## src/rtl/gsensor_spi_master.sv

```systemverilog
// SPI mode-3 initiator for the ADXL345 accelerometer.
// Handles a single-byte register write or a 1..6 byte read burst per request.
// SCLK, CS_n and MOSI are all driven straight from flops.
module gsensor_spi_master #(
  parameter int HALF_PERIOD = 6,
  parameter int CS_GAP      = 12
) (
  input  logic        i_clk,
  input  logic        i_reset,
  input  logic        i_start,
  input  logic        i_rw,
  input  logic [5:0]  i_addr,
  input  logic [7:0]  i_wdata,
  input  logic [2:0]  i_len,
  output logic        o_busy,
  output logic        o_done,
  output logic [47:0] o_rdata,
  output logic        o_spi_cs_n,
  output logic        o_spi_sclk,
  output logic        o_spi_mosi,
  input  logic        i_spi_miso
);

  localparam int CNT_MAX = (HALF_PERIOD > CS_GAP) ? HALF_PERIOD : CS_GAP;
  localparam int CNT_W   = $clog2(CNT_MAX);
  localparam logic [CNT_W-1:0] HP_LAST  = CNT_W'(HALF_PERIOD - 1);
  localparam logic [CNT_W-1:0] GAP_LAST = CNT_W'(CS_GAP - 1);
  localparam logic [CNT_W-1:0] CNT_ONE  = CNT_W'(1);

  typedef enum logic [2:0] {S_IDLE, S_SETUP, S_SHIFT, S_HOLD, S_GAP, S_DONE} state_t;

  state_t           state_q;
  logic [CNT_W-1:0] cnt_q;     // clocks remaining in the current phase, counts down to 0
  logic [5:0]       bit_q;     // index of the bit on the wire, 0..55
  logic [5:0]       nbits_q;   // frame length, 16..56
  logic [15:0]      tx_q;      // header + write byte, MSB on the wire; zeros follow for reads
  logic [47:0]      rx_q;      // read bytes placed directly at their final o_rdata positions
  logic             rw_q;
  logic             miso_m_q, miso_s_q;

  logic [2:0] len_eff;
  logic [7:0] hdr;
  logic [5:0] req_nbits;
  logic [5:0] dbit;

  // Decode the request into header and frame length; dbit is the data-bit index of the current bit
  always_comb begin
    len_eff = i_len;
    if (i_len == 3'd0)      len_eff = 3'd1;
    else if (i_len > 3'd6)  len_eff = 3'd6;
    hdr       = {i_rw, i_rw && (len_eff > 3'd1), i_addr};
    req_nbits = i_rw ? ({len_eff, 3'b000} + 6'd8) : 6'd16;
    dbit      = bit_q - 6'd8;
  end

  // Two-flop synchronizer for the asynchronous SDO line
  always_ff @(posedge i_clk) begin
    if (i_reset) begin
      miso_m_q <= 1'b0;
      miso_s_q <= 1'b0;
    end else begin
      miso_m_q <= i_spi_miso;
      miso_s_q <= miso_m_q;
    end
  end

  // Transaction FSM with registered pin and handshake outputs
  always_ff @(posedge i_clk) begin
    if (i_reset) begin
      state_q    <= S_IDLE;
      cnt_q      <= '0;
      bit_q      <= '0;
      nbits_q    <= '0;
      tx_q       <= '0;
      rx_q       <= '0;
      rw_q       <= 1'b0;
      o_busy     <= 1'b0;
      o_done     <= 1'b0;
      o_rdata    <= '0;
      o_spi_cs_n <= 1'b1;
      o_spi_sclk <= 1'b1;
      o_spi_mosi <= 1'b0;
    end else begin
      o_done <= 1'b0;
      case (state_q)
        S_IDLE: begin
          if (i_start) begin
            state_q    <= S_SETUP;
            cnt_q      <= HP_LAST;
            bit_q      <= '0;
            nbits_q    <= req_nbits;
            tx_q       <= {hdr, i_rw ? 8'h00 : i_wdata};
            rx_q       <= '0;
            rw_q       <= i_rw;
            o_busy     <= 1'b1;
            o_spi_cs_n <= 1'b0;
            o_spi_sclk <= 1'b1;
            o_spi_mosi <= hdr[7];
          end
        end
        S_SETUP: begin
          if (cnt_q == '0) begin
            state_q    <= S_SHIFT;
            cnt_q      <= HP_LAST;
            o_spi_sclk <= 1'b0;
            o_spi_mosi <= tx_q[15];
          end else begin
            cnt_q <= cnt_q - CNT_ONE;
          end
        end
        S_SHIFT: begin
          if (cnt_q != '0) begin
            cnt_q <= cnt_q - CNT_ONE;
          end else if (!o_spi_sclk) begin
            // Rising edge: capture the synchronized SDO bit, MSB-first within its byte
            o_spi_sclk <= 1'b1;
            cnt_q      <= HP_LAST;
            if (rw_q && (bit_q >= 6'd8))
              rx_q[{dbit[5:3], ~dbit[2:0]}] <= miso_s_q;
          end else if (bit_q == nbits_q - 6'd1) begin
            state_q <= S_HOLD;
            cnt_q   <= HP_LAST;
          end else begin
            // Falling edge: advance to the next bit
            o_spi_sclk <= 1'b0;
            cnt_q      <= HP_LAST;
            bit_q      <= bit_q + 6'd1;
            tx_q       <= {tx_q[14:0], 1'b0};
            o_spi_mosi <= tx_q[14];
          end
        end
        S_HOLD: begin
          if (cnt_q == '0) begin
            state_q    <= S_GAP;
            cnt_q      <= GAP_LAST;
            o_spi_cs_n <= 1'b1;
            o_spi_mosi <= 1'b0;
          end else begin
            cnt_q <= cnt_q - CNT_ONE;
          end
        end
        S_GAP: begin
          if (cnt_q == '0) begin
            state_q <= S_DONE;
            o_done  <= 1'b1;
            o_rdata <= rw_q ? rx_q : 48'h0;
          end else begin
            cnt_q <= cnt_q - CNT_ONE;
          end
        end
        S_DONE: begin
          state_q <= S_IDLE;
          o_busy  <= 1'b0;
        end
        default: state_q <= S_IDLE;
      endcase
    end
  end

endmodule

```

## config.mk

```make
export PLATFORM = sky130hd
export DESIGN_NAME = gsensor_spi_master
export DESIGN_NICKNAME = d
export VERILOG_FILES = /design/src/rtl/gsensor_spi_master.sv
export SDC_FILE = /design/constraint.sdc
export NUM_CORES = 1
export LEC_CHECK = 0
export CAP_MARGIN = 10
export CORE_ASPECT_RATIO = 1.4
export CORE_MARGIN = 4
export CORE_UTILIZATION = 25
export CTS_BUF_LIST = sky130_fd_sc_hd__clkbuf_16
export DETAILED_ROUTE_END_ITERATION = 7
export MAX_ROUTING_LAYER = met4
export PLACE_DENSITY = 0.41
export SLEW_MARGIN = 25
export SYNTH_ARGS = -nofsm -noshare
export SYNTH_HDL_FRONTEND = slang
export SYNTH_SLANG_ARGS = --single-unit
```

## constraint.sdc

```tcl
create_clock -name i_clk -period 4.5 [get_ports i_clk]
set_clock_uncertainty 0.1 [all_clocks]
set_input_delay 0.9 -clock i_clk [delete_from_list [all_inputs] [get_ports i_clk]]
set_output_delay 0.9 -clock i_clk [all_outputs]
set_load 0.02 [all_outputs]
```

### Routed metal, one colour a layer, run 1

Two of the layers only.
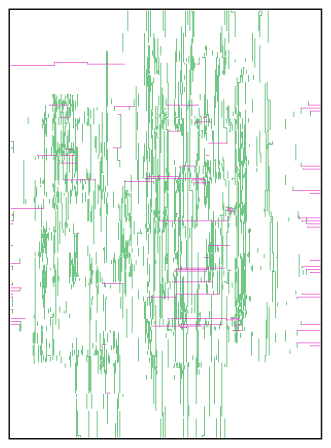
[magenta] met3 | wire length: 682 um
[green] met2 | wire length: 8700 um
final wirelength: 17200 um
via count: 5210
post-DR wirelength/cell: 16.4 um

### Congestion heat map, run 1

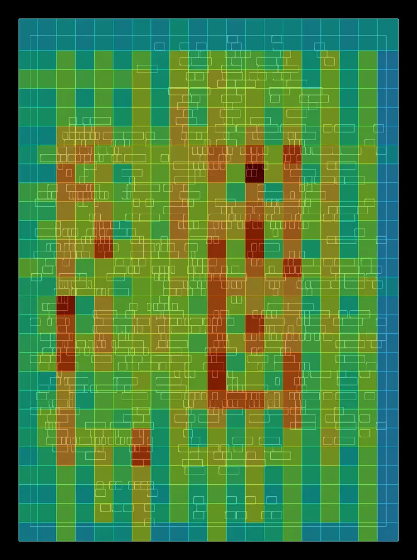
met2 usage: 0.229
total track usage: 0.133
fin util: 0.320
met3 usage: 0.0310
met1 usage: 0.154

### Register map, names as in the netlist, run 1

The bar under the picture is 50 um long. Other sequential cells in the stronger grey, the rest of the logic in the fainter grey.
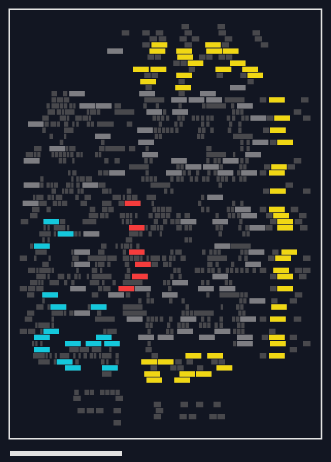
[yellow] o_rdata | flops: 48
[red] bit_q | flops: 6 | where: centre
[cyan] tx_q | flops: 16 | where: lower left
seq pwr: 1.39 mW
Seq/total area: 0.364

### Metal 1, run 1

The bar under the picture is 50 um long. Supply wires on this layer in grey.
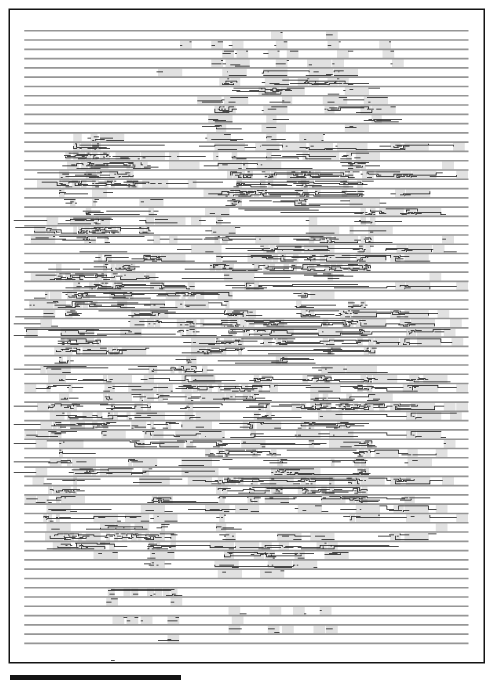
longest straight run: 32.7 um
main direction: horizontal
wire length on this layer: 7460 um
share of all routed wire: 43%
nets with wire on the layer: 689

-- run 1: worst min-delay path, delay by kind of cell (launching register included) --
| family | cells | cell delay, ns |
|---|---|---|
| AND-OR/OR-AND | 1 | 0.05 |
| flip-flops | 1 | 0.31 |
| AND/OR/NAND/NOR | 1 | 0.05 |
-- run 1: per-layer routing --
layer	GRT usage	up-vias
met4	0.0463	0
li1	-	2603
met5	-	-
met3	0.0310	25
met2	0.229	132
met1	0.154	2450
-- run 1: cells in the final DEF, fill, tap and decap left out, types with 14 or more instances in the layout --
| cell | count |
|---|---|
| a21oi_1 | 117 |
| nor3_1 | 15 |
| nand3_1 | 56 |
| a22o_1 | 48 |
| nor2_1 | 33 |
| clkdlybuf4s50_1 | 73 |
| inv_1 | 16 |
| o21ai_0 | 61 |
| clkbuf_16 | 17 |
| dfxtp_1 | 136 |
| nand2_1 | 36 |
| buf_4 | 14 |
-- run 1: Yosys cell counts, types with 4 or more instances --
master and instances:
and3_1 13, a31oi_1 4, a22o_1 48, dfxtp_1 136, inv_1 15, ha_1 8, nand2b_1 5, xnor2_1 5
nand2_1 36, nand3_1 56, a211oi_2 7, nor3_1 15, nor2_1 33, o211ai_1 4, o21ai_0 61, buf_2 14
nor2b_1 10, a21oi_1 117, buf_1 9, clkbuf_1 41, a311oi_2 8
-- run 1: power breakdown --
group	leakage [nW]	internal (mW)	switching, mW	total [mW]
logic	1.26	0.326	0.594	0.920
clock network	0.256	0.748	0.531	1.28
registers	1.10	1.29	0.0980	1.39
-- run 1: cell type report --
cell class / count / area share
multi-input combinational: 476 / 0.393
sequential: 136 / 0.364
timing repair buffer: 88 / 0.113
clock buffer: 17 / 0.0570
tap: 306 / 0.0513
clock inverter: 13 / 0.0146
inverter: 15 / 0.00754
-- run 1: through the flow --
step | instances | setup slack (ns) | util | total power, mW
after global placement | 1021 | 1.52 | 0.297 | 2.32
after global routing | 1051 | 1.52 | 0.320 | 3.80
after CTS | 1051 | 1.76 | 0.320 | 3.64
after detailed placement | 1021 | 1.44 | 0.297 | 2.34
after floorplan | 696 | 2.21 | - | 2.12
final | 1051 | 1.79 | 0.320 | 3.59
-- run 1: path summary, 6_finish.rpt --
check / from / end / slack (ns) / depth (start not counted)
worst max register to register: state_q[1]$_SDFFE_PP0P_ / rx_q[34]$_SDFFE_PP0P_ / 1.79 / 5
worst max-delay path: state_q[1]$_SDFFE_PP0P_ / rx_q[34]$_SDFFE_PP0P_ / 1.79 / 5
worst min-delay path: nbits_q[4]$_SDFFE_PP0P_ / nbits_q[4]$_SDFFE_PP0P_ / 0.36 / 2
worst min register to register: nbits_q[4]$_SDFFE_PP0P_ / nbits_q[4]$_SDFFE_PP0P_ / 0.36 / 2
-- run 1: state kept, by name (all words and copies together), names as in the netlist --
| signal | flops |
|---|---|
| tx_q | 16 |
| o_spi_sclk | 1 |
| o_busy | 1 |
| bit_q | 6 |
| miso_m_q | 1 |
| rw_q | 1 |
| o_done | 1 |
| rx_q | 48 |
| o_spi_cs_n | 1 |
| nbits_q | 3 |
| cnt_q | 4 |
| miso_s_q | 1 |
| state_q | 3 |
| o_spi_mosi | 1 |
| o_rdata | 48 |
==> reports/metrics.yaml, run 1 <==
layout:
  final_cell_area_sq_mm: 0.00747
  nFillCells: 2420
  layout-drive-gt1-share: 0.0913
  insertedDiodeCount: 0
  syn_to_final_growth_pct: 24.8
  comb_area_sq_mm: 0.00293
  finalNetCount: 764
power:
  ir_drop_uv: 227
  p_leak_nw: 2.62
  p_per_area_mw_per_mm2: 480
route:
  wl_met1_um: 7460
  top_layer_used: "met4"
  drcViolationCount: 0
  wl_met2_um: 8700
synthesis:
  ys_seq_share: 0.455
  ys_cells: 696
  ys_sh_aoi: 0.298
  syn_inst: 696
  yosys.area.top_type: "dfxtp_1"
  xor_share: 0.0142
  ys_sh_mux: 0.00335
  syn_nets: 726
  syn_area_per_cell_sq_um: 8.60
  synth.logic.top_family: "AND-OR/OR-AND gates"
  synth_area_sq_mm: 0.00598
  yosysTopAreaCellShare: 0.455
  simple_gate_area_frac: 0.150
  yosys.area_share.adder: 0.0201
  synth.distinct_cells: 54
  ys.flop_type: "dfxtp_1"
clocking:
  cts.sinks: 136
  cts_hold_repair.buffers: 0
  cts.clk_slew.worst_paths_ns: 0.06
  cts_setup_buffers: 0
  cts_root_buf: "clkbuf_16"
  cts_tree: "built"
  clockBufferDepth: 2
  cts-buffers-inserted: 17
final_timing:
  period_used_share: 0.603
  max_freq_mhz: 369
  setup_viol: 0
  whs_ns: 0.355
  hold_viol: 0
  timing.slew.headroom: 0.359
  finalCriticalPeriod_ns: 2.71
  slew_viol_final: 0
placed_design:
  io_buffers: 74
  place_hpwl_um: 11400
  gp_congestion: 0.764
floorplanning:
  chipArea_sq_mm: 0.0265
  fp.dieW_um: 139
  die_y_um: 191
job:
  drv_cap: 0
  tool_warnings: 30
run_status:
  outcome: "finished, final reports clean"
setup_path:
  path_max_fanout: 48
  crit_buf_inv: 1
  worstSetupPathType: "flip-flop to flip-flop"
  path_cells: "or3b_2, o211ai_1, buf_4, o21ai_0, a21oi_1"
  crit_path_start_kind: "flip-flop"
  cp.arrival_ns: 2.94
global_routing:
  antenna_found_initial: 0
  grt_start_max_net_pins: 50
hold_path:
  min_path_type: "flip-flop to flip-flop"
## Run 2: what changed since run 1
==> constraint.sdc (replaced) <==
create_clock -name i_clk -period 2.8 [get_ports i_clk]
set_clock_uncertainty 0.1 [all_clocks]
set_input_delay 0.56 -clock i_clk [delete_from_list [all_inputs] [get_ports i_clk]]
set_output_delay 0.56 -clock i_clk [all_outputs]
set_load 0.02 [all_outputs]
### Metal 1, run 2

The bar under the picture is 50 um long. Supply wires on this layer in grey.
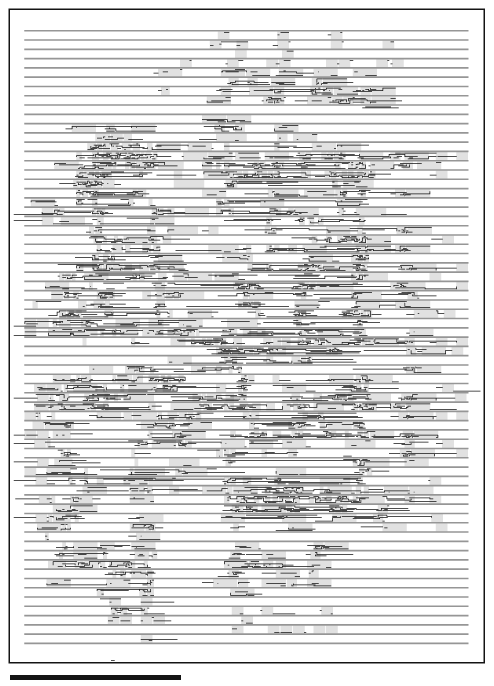
main direction: horizontal
longest straight run: 39.1 um
share of all routed wire: 44%
wire length on this layer: 7840 um
via count: 5351
met1 usage: 0.168

==> run 2 against run 1 <==
Fmax increased by 12%. Critical path type unchanged. Highest routed layer unchanged. Combinational power increased by 82%. Largest cell class unchanged. Routed wire length increased by 3.2%.
==> reports/metrics.yaml, run 2 <==
run_status:
  outcome: "finished, final reports clean"
floorplanning:
  initCoreUtil: 0.256
  fp.dieW_um: 139  # unchanged
  chipArea_sq_mm: 0.0265  # unchanged
  core_area_sq_mm: 0.0234
  rows: 66
  ios: 75
  die_y_um: 191  # unchanged
layout:
  lay_top_cells: "dfxtp_1, a21oi_1, clkdlybuf4s50_1"
  final_core_util: 0.330  # +0.0107
  finalNetCount: 787  # +3.0%
  nFillCells: 2450  # +1.2%
  biggestRegsByFlops: "o_rdata x48, rx_q x48, tx_q x16"
  insertedDiodeCount: 0  # unchanged
  layout_top_cell: "dfxtp_1"
  layout-drive-gt1-share: 0.113  # +0.0217
  syn_to_final_growth_pct: 29.0
route:
  drtIter0Drc: 382
  post_drt_via_cell_ratio: 4.97
  wl_per_cell_um: 16.5  # +0.81%
  wirelength_um: 17700  # +3.2%
  drtAntennaViolNets: 0
  drcViolationCount: 0  # unchanged
  firstDrtPassIters: 5
synthesis:
  ys_area_sq_mm: 0.00598
  ys_seq_share: 0.455  # unchanged
  yosysWarnings: 0
  ys.flop_type: "dfxtp_1"
  ys_cells: 696  # unchanged
  syn_nets: 726  # unchanged
  ys_ff: 136
  synth_async_sr_flop_share: 0
  syn_area_per_cell_sq_um: 8.60  # unchanged
  yosysTopAreaCellShare: 0.455  # unchanged
  syn_inst: 696  # unchanged
  synth_top_cell_by_count: "dfxtp_1"
  yosys.area.top_type: "dfxtp_1"
  synth_area_sq_mm: 0.00598  # unchanged
  area_leaders: "dfxtp_1, a21oi_1, a22o_1"
  synth.distinct_cells: 54  # unchanged
  synthTopCellsByCount: "dfxtp_1, a21oi_1, o21ai_0"
  edf_count: 0
job:
  drv_cap: 0  # unchanged
  tool_warnings: 30  # unchanged
final_timing:
  slew_viol_final: 0  # unchanged
  worst_slack_ns: 0.374  # -1.41 ns
  timing.slew.headroom: 0.420  # +0.0618
  hold_viol: 0  # unchanged
  finalCriticalPeriod_ns: 2.43  # -0.286 ns
  setup_tns_ns: 0
  worst_pin_slew_ns: 0.866
  period_used_share: 0.867  # +0.264
  setup_viol: 0  # unchanged
  rsz0062_at_grt: "false"
  max_freq_mhz: 412  # +12%
global_routing:
  globalRouteTotalUtil: 0.139  # +0.00560
  grt_start_max_net_pins: 65  # +30%
  grt-ovfl-total: 0
  antenna_found_initial: 0  # unchanged
  grt_pass1_wl_um: 29000
  grt_pass1_vias: 5382
clocking:
  clock.latency.late_pin_ns: 0.41
  cts_root_buf: "clkbuf_16"
  cts.clk_slew.worst_paths_ns: 0.06  # about the same
  cts-buffers-inserted: 17  # unchanged
  clockBufferDepth: 2  # unchanged
  cts_hold_repair.buffers: 0  # unchanged
  htreeDepth: 4
  cts_setup_buffers: 0  # unchanged
  cts.sinks: 136  # unchanged
  cts_tree: "built"
  post_cts_resized: 0
setup_path:
  path_max_fanout: 28  # -42%
  endpoint_kind: "flip-flop"
  cp.required_ns: 2.99
  r2r.worst_path.cells: 7  # +2
  worstSetupPathType: "flip-flop to flip-flop"
  cp.arrival_ns: 2.61  # -0.33 ns
  crit_path_start_kind: "flip-flop"
placed_design:
  place_hpwl_um: 11800  # +3.4%
  gp_congestion: 0.774  # +1.4%
  pre_cts_ws_ns: 0.329  # -1.11 ns
  io_buffers: 74  # unchanged
hold_path:
  whs_path_depth: 1  # -1
  min_path_type: "flip-flop to flip-flop"
power:
  ir_drop_uv: 404  # +78%
  p_per_area_mw_per_mm2: 769  # +60%
  p_leak_nw: 2.77  # +5.6%
-- run 2: cell counts after synthesis --
No cell type changed its count.
-- run 2: logic make-up after synthesis --
group | Yosys count | synth area share
muxes | 2 | 0.00335
adders and majority gates | 10 | 0.0201
DFF | 136 | 0.455
buffers and inverters | 84 | 0.0592
AOI/OAI and AO/OA | 274 | 0.298
and+or+nand+nor | 182 | 0.150
xor gates and xnor gates | 8 | 0.0142
-- run 2: stage by stage --
stage / instance area [sq um] / power (mW) / hold WS, ns / std cells
after detailed placement: 7180 / 3.91 / 0.325 / 1044
after CTS: 7720 / 6.01 / 0.339 / 1076
after global routing: 7720 / 6.29 / 0.377 / 1076
after floorplan: 5980 / 3.41 / 0.314 / 696
after global placement: 7180 / 3.89 / 0.335 / 1044
final: 7720 / 5.94 / 0.336 / 1076
-- run 2: routing by layer --
layer  up-vias  GRT usage  routed length, um
li1       2649          -                  -
met1      2551      0.168               7840
met2       131      0.234               8920
met3        20     0.0290                673
met4         0     0.0441                300
met5         -          -                  0
-- run 2: area by class of cell --
| cell class | instances | area (sq um) | area share |
|---|---|---|---|
| tap | 306 | 383 | 0.0496 |
| timing repair buffer | 111 | 1090 | 0.141 |
| multi-input combinational | 476 | 2930 | 0.380 |
| clock inverter | 15 | 113 | 0.0146 |
| inverter | 15 | 56.3 | 0.00729 |
| sequential | 136 | 2720 | 0.353 |
| clock buffer | 17 | 425 | 0.0551 |
-- run 2: worst paths after layout --
path | start | endpoint | slack [ns]
max reg2reg | bit_q[0]$_SDFFE_PP0P_ | tx_q[1]$_SDFFE_PP0P_ | 0.37
max | bit_q[0]$_SDFFE_PP0P_ | tx_q[1]$_SDFFE_PP0P_ | 0.37
min | miso_m_q$_SDFF_PP0_ | miso_s_q$_SDFF_PP0_ | 0.34
min reg2reg | miso_m_q$_SDFF_PP0_ | miso_s_q$_SDFF_PP0_ | 0.34
-- run 2: critical path, stage by stage (launching register included) --
cell      delay [ns]
dfxtp_1         0.47
ha_1            0.27
nand2_1         0.06
or4_1           0.69
o211a_4         0.33
buf_12          0.17
nor2_1          0.14
a211oi_2        0.06
-- run 2: power breakdown --
group	switching [mW]	internal, mW	leakage, nW
clock network	0.866	1.20	0.256
registers	0.122	2.07	1.10
logic	1.03	0.646	1.41
total	2.02	3.92	2.77
Power and IR drop assume default switching activity.
